$ cat src/rtl/mem_arbiter_pkg.sv
// mem_arbiter_pkg
//   Shared types and constants for the instruction/data memory arbiter:
//   FSM state encoding, transaction owner encoding, requester bit positions
//   in the round-robin request vector, and the fetch word-select helper.
//   No ports (package).
package mem_arbiter_pkg;

  // Width of the arbiter state field.
  localparam int ARB_ST_BUS = 2;

  typedef enum logic [ARB_ST_BUS-1:0] {
    ARB_ST_IDLE = 2'd0,
    ARB_ST_REQ  = 2'd1,
    ARB_ST_WAIT = 2'd2,
    ARB_ST_RESP = 2'd3
  } arb_state_e;

  // Owner of the outstanding transaction; also the encoding of last_grant.
  typedef enum logic {
    ARB_OWNER_IF  = 1'b0,
    ARB_OWNER_MEM = 1'b1
  } arb_owner_e;

  // Bit positions inside the 2-bit request / grant vectors.
  localparam int REQ_IDX_IF  = 0;
  localparam int REQ_IDX_MEM = 1;

  // Pick the 32-bit instruction out of a 64-bit beat using address bit 2.
  function automatic logic [31:0] inst_select(input logic word_sel, input logic [63:0] beat);
    logic [31:0] word_s;
    if (word_sel) begin
      word_s = beat[63:32];
    end else begin
      word_s = beat[31:0];
    end
    return word_s;
  endfunction

endpackage

$ cat src/rtl/mem_arbiter_rr.sv
// rr_arbiter2
//   Two-way round-robin picker. Holds last_grant internally.
//   Ports:
//     clock, reset   clock and synchronous active-high reset (last_grant -> IF)
//     req[1:0]       bit0 = fetch, bit1 = load/store
//     advance        commit the current grant as the new last_grant
//     grant[1:0]     one-hot winner, or zero when nobody requests
module rr_arbiter2
  import mem_arbiter_pkg::*;
(
  input  logic       clock,
  input  logic       reset,
  input  logic [1:0] req,
  input  logic       advance,
  output logic [1:0] grant
);

  arb_owner_e last_grant_r;

  // Winner selection: a lone requester wins; on a tie the one not served last wins.
  always_comb begin
    grant = 2'b00;
    case (req)
      2'b01: grant = 2'b01;
      2'b10: grant = 2'b10;
      2'b11: begin
        if (last_grant_r == ARB_OWNER_IF) begin
          grant = 2'b10;
        end else begin
          grant = 2'b01;
        end
      end
      default: grant = 2'b00;
    endcase
  end

  // last_grant register, updated only when a grant is actually taken.
  always_ff @(posedge clock) begin
    if (reset) begin
      last_grant_r <= ARB_OWNER_IF;
    end else if (advance && (grant != 2'b00)) begin
      last_grant_r <= arb_owner_e'(grant[REQ_IDX_MEM]);
    end
  end

endmodule

$ cat src/rtl/mem_arbiter.sv
// mem_arbiter
//   Shares one valid/ready memory port between instruction fetch and
//   load/store, one outstanding transaction at a time, with round-robin
//   fairness, per-requester response routing and a response watchdog.
//   Ports:
//     clock, reset                     clock, synchronous active-high reset
//     if_req_*  / if_resp_*            fetch request (addr) and instruction response
//     mem_req_* / mem_resp_*           load/store request and response (rdata=0 for stores)
//     bus_req_* / bus_resp_*           downstream single-port bus
//     busy                             a transaction is in flight
//     timeout                          sticky watchdog-expiry flag (cleared by reset only)
module mem_arbiter
  import mem_arbiter_pkg::*;
#(
  parameter int ADDR_W         = 64,
  parameter int DATA_W         = 64,
  parameter int TIMEOUT_CYCLES = 255,
  parameter int CNT_W          = 8
) (
  input  logic                clock,
  input  logic                reset,
  input  logic                if_req_valid,
  input  logic [ADDR_W-1:0]   if_req_addr,
  output logic                if_req_ready,
  output logic                if_resp_valid,
  output logic [31:0]         if_resp_inst,
  input  logic                mem_req_valid,
  input  logic                mem_req_wen,
  input  logic [ADDR_W-1:0]   mem_req_addr,
  input  logic [DATA_W-1:0]   mem_req_wdata,
  input  logic [DATA_W/8-1:0] mem_req_wstrb,
  output logic                mem_req_ready,
  output logic                mem_resp_valid,
  output logic [DATA_W-1:0]   mem_resp_rdata,
  output logic                bus_req_valid,
  input  logic                bus_req_ready,
  output logic [ADDR_W-1:0]   bus_req_addr,
  output logic                bus_req_wen,
  output logic [DATA_W-1:0]   bus_req_wdata,
  output logic [DATA_W/8-1:0] bus_req_wstrb,
  input  logic                bus_resp_valid,
  input  logic [DATA_W-1:0]   bus_resp_rdata,
  output logic                busy,
  output logic                timeout
);

  localparam int STRB_W = DATA_W / 8;

  arb_state_e          state_r;
  arb_state_e          state_nxt_s;
  arb_owner_e          owner_r;
  logic [ADDR_W-1:0]   addr_r;
  logic                wen_r;
  logic [DATA_W-1:0]   wdata_r;
  logic [STRB_W-1:0]   wstrb_r;
  logic [DATA_W-1:0]   rdata_r;
  logic [CNT_W-1:0]    wdog_r;
  logic                timeout_r;
  logic [1:0]          grant_s;
  logic                idle_s;
  logic                wdog_expire_s;

  assign idle_s = (state_r == ARB_ST_IDLE);
  // Last permitted WAIT cycle: the counter starts at 0 on the handshake, so
  // this fires on the TIMEOUT_CYCLES-th WAIT cycle unless a response arrives.
  assign wdog_expire_s = (wdog_r == CNT_W'(TIMEOUT_CYCLES - 1));

  rr_arbiter2 u_rr (
    .clock   (clock),
    .reset   (reset),
    .req     ({mem_req_valid, if_req_valid}),
    .advance (idle_s),
    .grant   (grant_s)
  );

  // State register.
  always_ff @(posedge clock) begin
    if (reset) begin
      state_r <= ARB_ST_IDLE;
    end else begin
      state_r <= state_nxt_s;
    end
  end

  // Next-state logic.
  always_comb begin
    state_nxt_s = state_r;
    case (state_r)
      ARB_ST_IDLE: begin
        if (grant_s != 2'b00) begin
          state_nxt_s = ARB_ST_REQ;
        end else begin
          state_nxt_s = ARB_ST_IDLE;
        end
      end
      ARB_ST_REQ: begin
        if (bus_req_ready) begin
          state_nxt_s = ARB_ST_WAIT;
        end else begin
          state_nxt_s = ARB_ST_REQ;
        end
      end
      ARB_ST_WAIT: begin
        if (bus_resp_valid || wdog_expire_s) begin
          state_nxt_s = ARB_ST_RESP;
        end else begin
          state_nxt_s = ARB_ST_WAIT;
        end
      end
      ARB_ST_RESP: state_nxt_s = ARB_ST_IDLE;
      default:     state_nxt_s = ARB_ST_IDLE;
    endcase
  end

  // Request latch, watchdog, response data and sticky timeout flag.
  always_ff @(posedge clock) begin
    if (reset) begin
      owner_r   <= ARB_OWNER_IF;
      addr_r    <= '0;
      wen_r     <= 1'b0;
      wdata_r   <= '0;
      wstrb_r   <= '0;
      rdata_r   <= '0;
      wdog_r    <= '0;
      timeout_r <= 1'b0;
    end else begin
      case (state_r)
        ARB_ST_IDLE: begin
          if (grant_s[REQ_IDX_MEM]) begin
            owner_r <= ARB_OWNER_MEM;
            addr_r  <= mem_req_addr;
            wen_r   <= mem_req_wen;
            wdata_r <= mem_req_wdata;
            wstrb_r <= mem_req_wstrb;
          end else if (grant_s[REQ_IDX_IF]) begin
            // Fetches are always reads with no strobes.
            owner_r <= ARB_OWNER_IF;
            addr_r  <= if_req_addr;
            wen_r   <= 1'b0;
            wdata_r <= '0;
            wstrb_r <= '0;
          end
        end
        ARB_ST_REQ: begin
          if (bus_req_ready) begin
            wdog_r <= '0;
          end
        end
        ARB_ST_WAIT: begin
          wdog_r <= wdog_r + CNT_W'(1);
          if (bus_resp_valid) begin
            // Stores complete with zero data regardless of what the bus returns.
            if (wen_r) begin
              rdata_r <= '0;
            end else begin
              rdata_r <= bus_resp_rdata;
            end
          end else if (wdog_expire_s) begin
            rdata_r   <= '0;
            timeout_r <= 1'b1;
          end
        end
        default: begin
        end
      endcase
    end
  end

  // Output decode: request handshakes, bus drive and response routing.
  always_comb begin
    if_req_ready   = 1'b0;
    mem_req_ready  = 1'b0;
    bus_req_valid  = 1'b0;
    bus_req_addr   = '0;
    bus_req_wen    = 1'b0;
    bus_req_wdata  = '0;
    bus_req_wstrb  = '0;
    if_resp_valid  = 1'b0;
    if_resp_inst   = 32'd0;
    mem_resp_valid = 1'b0;
    mem_resp_rdata = '0;
    busy           = !idle_s;
    timeout        = timeout_r;

    if (idle_s) begin
      if_req_ready  = grant_s[REQ_IDX_IF];
      mem_req_ready = grant_s[REQ_IDX_MEM];
    end else begin
      if_req_ready  = 1'b0;
      mem_req_ready = 1'b0;
    end

    if (state_r == ARB_ST_REQ) begin
      bus_req_valid = 1'b1;
      bus_req_addr  = addr_r;
      bus_req_wen   = wen_r;
      bus_req_wdata = wdata_r;
      bus_req_wstrb = wstrb_r;
    end else begin
      bus_req_valid = 1'b0;
    end

    if (state_r == ARB_ST_RESP) begin
      if (owner_r == ARB_OWNER_IF) begin
        if_resp_valid = 1'b1;
        if_resp_inst  = inst_select(addr_r[2], rdata_r[63:0]);
      end else begin
        mem_resp_valid = 1'b1;
        mem_resp_rdata = rdata_r;
      end
    end else begin
      if_resp_valid  = 1'b0;
      mem_resp_valid = 1'b0;
    end
  end

endmodule

$ cat config.mk
export PLATFORM = sky130hd
export DESIGN_NAME = mem_arbiter
export DESIGN_NICKNAME = d
export VERILOG_FILES = /design/src/rtl/mem_arbiter_pkg.sv /design/src/rtl/mem_arbiter_rr.sv /design/src/rtl/mem_arbiter.sv
export SDC_FILE = /design/constraint.sdc
export NUM_CORES = 1
export LEC_CHECK = 0
export CAP_MARGIN = 5
export CORE_AREA = 2 2 198 200
export CTS_CLUSTER_SIZE = 40
export DETAILED_ROUTE_END_ITERATION = 8
export DIE_AREA = 0 0 200 202
export GPL_TIMING_DRIVEN = 0
export PLACE_DENSITY = 0.63
export SETUP_SLACK_MARGIN = 0.5
export SYNTH_ARGS = -nofsm -noshare
export SYNTH_HDL_FRONTEND = slang
export SYNTH_SLANG_ARGS = --single-unit
export TNS_END_PERCENT = 5
$ cat constraint.sdc
create_clock -name clock -period 1.8 [get_ports clock]
set_input_delay 0.18 -clock clock [delete_from_list [all_inputs] [get_ports clock]]
set_output_delay 0.18 -clock clock [all_outputs]
set_load 0.02 [all_outputs]
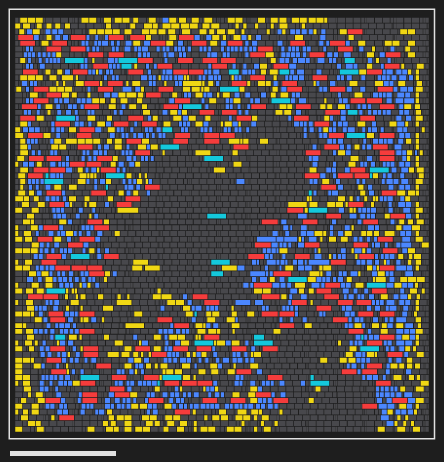
**Above:** cell classes on the final placement.
Bar = 50 um. Fill, decap, tap and diode cells in grey.
- blue: combinational and other logic (cells 1066; share of their area 38%)
- yellow: other buffers and delay cells (cells 690; share of their area 33%)
- red: flops (cells 213; share of their area 24%)
- cyan: clock drivers and dummy loads (cells 43; share of their area 4.6%)
Seq area share: 23.5%
core footprint: 38300 um2
final design utilization: 47.7%
Final Instance Area: 18300 um2
Cell Rows: 72

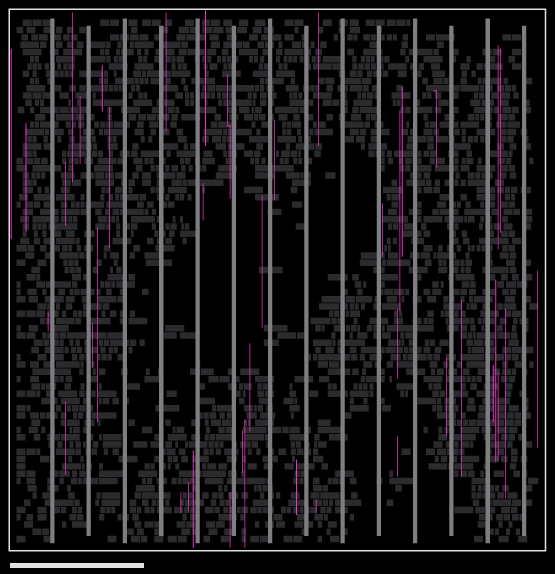
**Above:** met4 routing.
Bar = 50 um. Supply wires on this layer in grey.
- share of all routed wire: 3.0%
- wire length on this layer: 1620 um
- main direction: vertical
- nets with wire on the layer: 33
- longest straight run: 76.2 um
final WL: 54700 um
via count: 13400

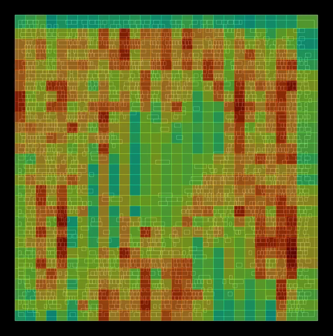
**Above:** routing congestion.
met2 usage: 46.0%
Avg WL per Cell: 21.6 um
GR Util met1: 28.9%
met3 GRT Util: 7.23%
GRT Max-Usage Layer: met2

==> notes.md <==
fresh numbers from the pnr run: run status finished, violations left, failing checks setup timing, CP delay by family, top buffers and inverters, Post-Syn Instances 1453, Synth cell types 42, die height 202 um, Final setup viols 238, Power Internal 9.53 mW, CP dominant cell by count buf_6, first-pass GRT wire length 79700 um, global placer's final weighted congestion 0.907, CTS Buffer Depth 3, grt ovf 0, Antenna Violating Nets Remaining 0, CP Capture Type primary output, Commonest Layout Cell clkdlybuf4s50_1, maximum vdd drop 0.607 mV, Min Hold Slack 0.114 ns, pre-CTS setup slack -1.25 ns, TNS Setup -71.27 ns, Floorplan Nets 1726, max incr delay on CP 0.38 ns, fin crit share 124%, die area 40400 um2, Top Layout Cells clkdlybuf4s50_1 (267), dfxtp_1 (205), and2_2 (150), a21oi_1 (145), o21ai_0 (144), Slew HR 41.1%, Pre-antenna DRT Iters 5, worst path arrival time 2.06 ns, Num Clock Sinks 213, Yosys Instances 1453, # IOs 511, Total Routing Usage GR 25.5%, DP Cell Count 2479, Max-cap violations 0, Clk network pwr share 37.4%, Hold Vio Cnt, Final 0, Crit Path Category register to primary output, vias in the first global route 13300, Latency at later pin 0.55 ns, number of port buffers 508, OpenROAD warning count 30, yosys stat area 11300 um2, clock tree root driver cell clkbuf_16, required time of the critical path 1.62 ns, switching share of total power 29.8%, Mean Syn Cell Area 7.79 um2, routed vias/inst 5.30, Fillers 3790, final worst setup slack -0.436 ns, type of the tightest min-delay check input port to register, ys flop type dfxtp_1, Power, Total 13.6 mW, placed inst area 17400 um2, Achievable Freq 447 MHz, Pleak 6.88 nW, htree depth 1, FF+latch count, synth 213, Switching Power 4.05 mW, Worst setup SP type register, combinational share of power 24.2%, crit path buf inv count 5, DPL Wire Length 41800 um, RSZ-0062 raised after global routing true, worst-margin pin slew 0.884 ns, Worst-path clk slew 0.06 ns, synth-to-layout area growth 61.4%, Final Max Slew Viols 0, antenna violations before repair 6, Seq/Total Area, Yosys 37.7%, Mapped Area 11300 um2, nets@finish 2270, Die X 200 um, Warnings, synthesis 0, number of enable flip-flop cells 0, Initial Util 29.5%
[registers in the layout, indices dropped and copies added (netlist names), named ones only]
| signal | flops |
|---|---|
| addr_r | 64 |
| rdata_r | 64 |
| state_r | 1 |
| u_rr.last_grant_r | 1 |
| wstrb_r | 8 |
| wdog_r | 8 |
| wen_r | 1 |
| wdata_r | 64 |
| timeout | 1 |
[synthesized netlist by cell type, types with 2 or more instances]
master | number | area share, %
a31oi_1 | 65 | 3.6
or3b_1 | 3 | 0.23
nand3_1 | 139 | 6.1
buf_4 | 14 | 0.93
nand2_1 | 7 | 0.23
buf_6 | 11 | 1.1
and2_1 | 201 | 11
ha_1 | 2 | 0.22
nand2b_1 | 3 | 0.17
nand3b_1 | 4 | 0.27
a211oi_1 | 2 | 0.13
and3_1 | 2 | 0.11
a2111oi_0 | 2 | 0.15
nand4_1 | 65 | 3.6
clkbuf_2 | 10 | 0.44
inv_1 | 5 | 0.17
o21ai_0 | 198 | 8.8
dfxtp_1 | 213 | 38
nor2_1 | 36 | 1.2
mux2i_1 | 35 | 3.1
nor2b_1 | 67 | 3.7
buf_2 | 16 | 0.71
buf_1 | 11 | 0.37
clkbuf_1 | 112 | 3.7
a22oi_1 | 64 | 4.2
o21ai_1 | 4 | 0.18
nor3_1 | 3 | 0.13
a21oi_1 | 145 | 6.4
[cell type report]
type	instances	area, um2	share of cell area [%]
Clock inverter	4	31.3	0.171
Tap cell	518	648	3.55
Inverter	6	27.5	0.151
Sequential cell	213	4280	23.5
Multi-Input combinational cell	1060	6700	36.7
Antenna cell	6	15.0	0.0823
Buffer	174	1240	6.79
Clock buffer	39	779	4.27
Timing Repair Buffer	516	4530	24.8
[logic make-up (layout without fill, tap and decap cells)]
group,count (synthesis),after routing,share of synthesized area (%)
flip-flops,213,213,37.7
multiplexers,36,36,3.20
adder cells (fa/ha/maj),2,2,0.221
AND-OR/OR-AND,485,485,23.9
buffers and inverters,180,739,7.45
AND/OR/NAND/NOR,537,537,27.5
other,0,6,0
[worst register-to-register path, delay by kind of cell (launching register included)]
family	cells	cell delay, ns
buffers and inverters	3	0.61
AOI/OAI and AO/OA	2	0.56
DFF	1	0.35
and+or+nand+nor	1	0.13
[path summary, 6_finish.rpt]
path / from / endpoint / slack (ns) / cells past startpoint
worst max-delay path: state_r[0] / bus_req_wdata[37] / -0.44 / 7
worst max register to register: register / addr_r[2] / 0.07 / 6
worst min register to register: timeout / timeout / 0.46 / 2
worst min-delay path: reset / wdog_r[0] / 0.11 / 2
[power groups by stage]
stage | registers, mW | logic, mW | clock network (mW)
after global placement | 5.29 | 3.03 | 0
after global routing | 5.25 | 3.51 | 5.35
after CTS | 5.21 | 3.18 | 5.15
after floorplan | 5.24 | 1.59 | 0
final | 5.22 | 3.29 | 5.08
after detailed placement | 5.30 | 3.05 | 0
[per-layer routing]
layer  part of all wire [%]  GRT usage [%]
met3                    9.3           7.23
met5                      0              0
met2                     50           46.0
met1                     38           28.9
met4                    3.0           7.78
[timing repair]
action,CTS,global route
pin swaps,11,12
gates cloned,1,1
hold buffers,0,0
buffers inserted,5,1
resized,913,431
endpoints found under the setup margin,452,453
No activity file was given, so power comes from the tool's default toggle rates.
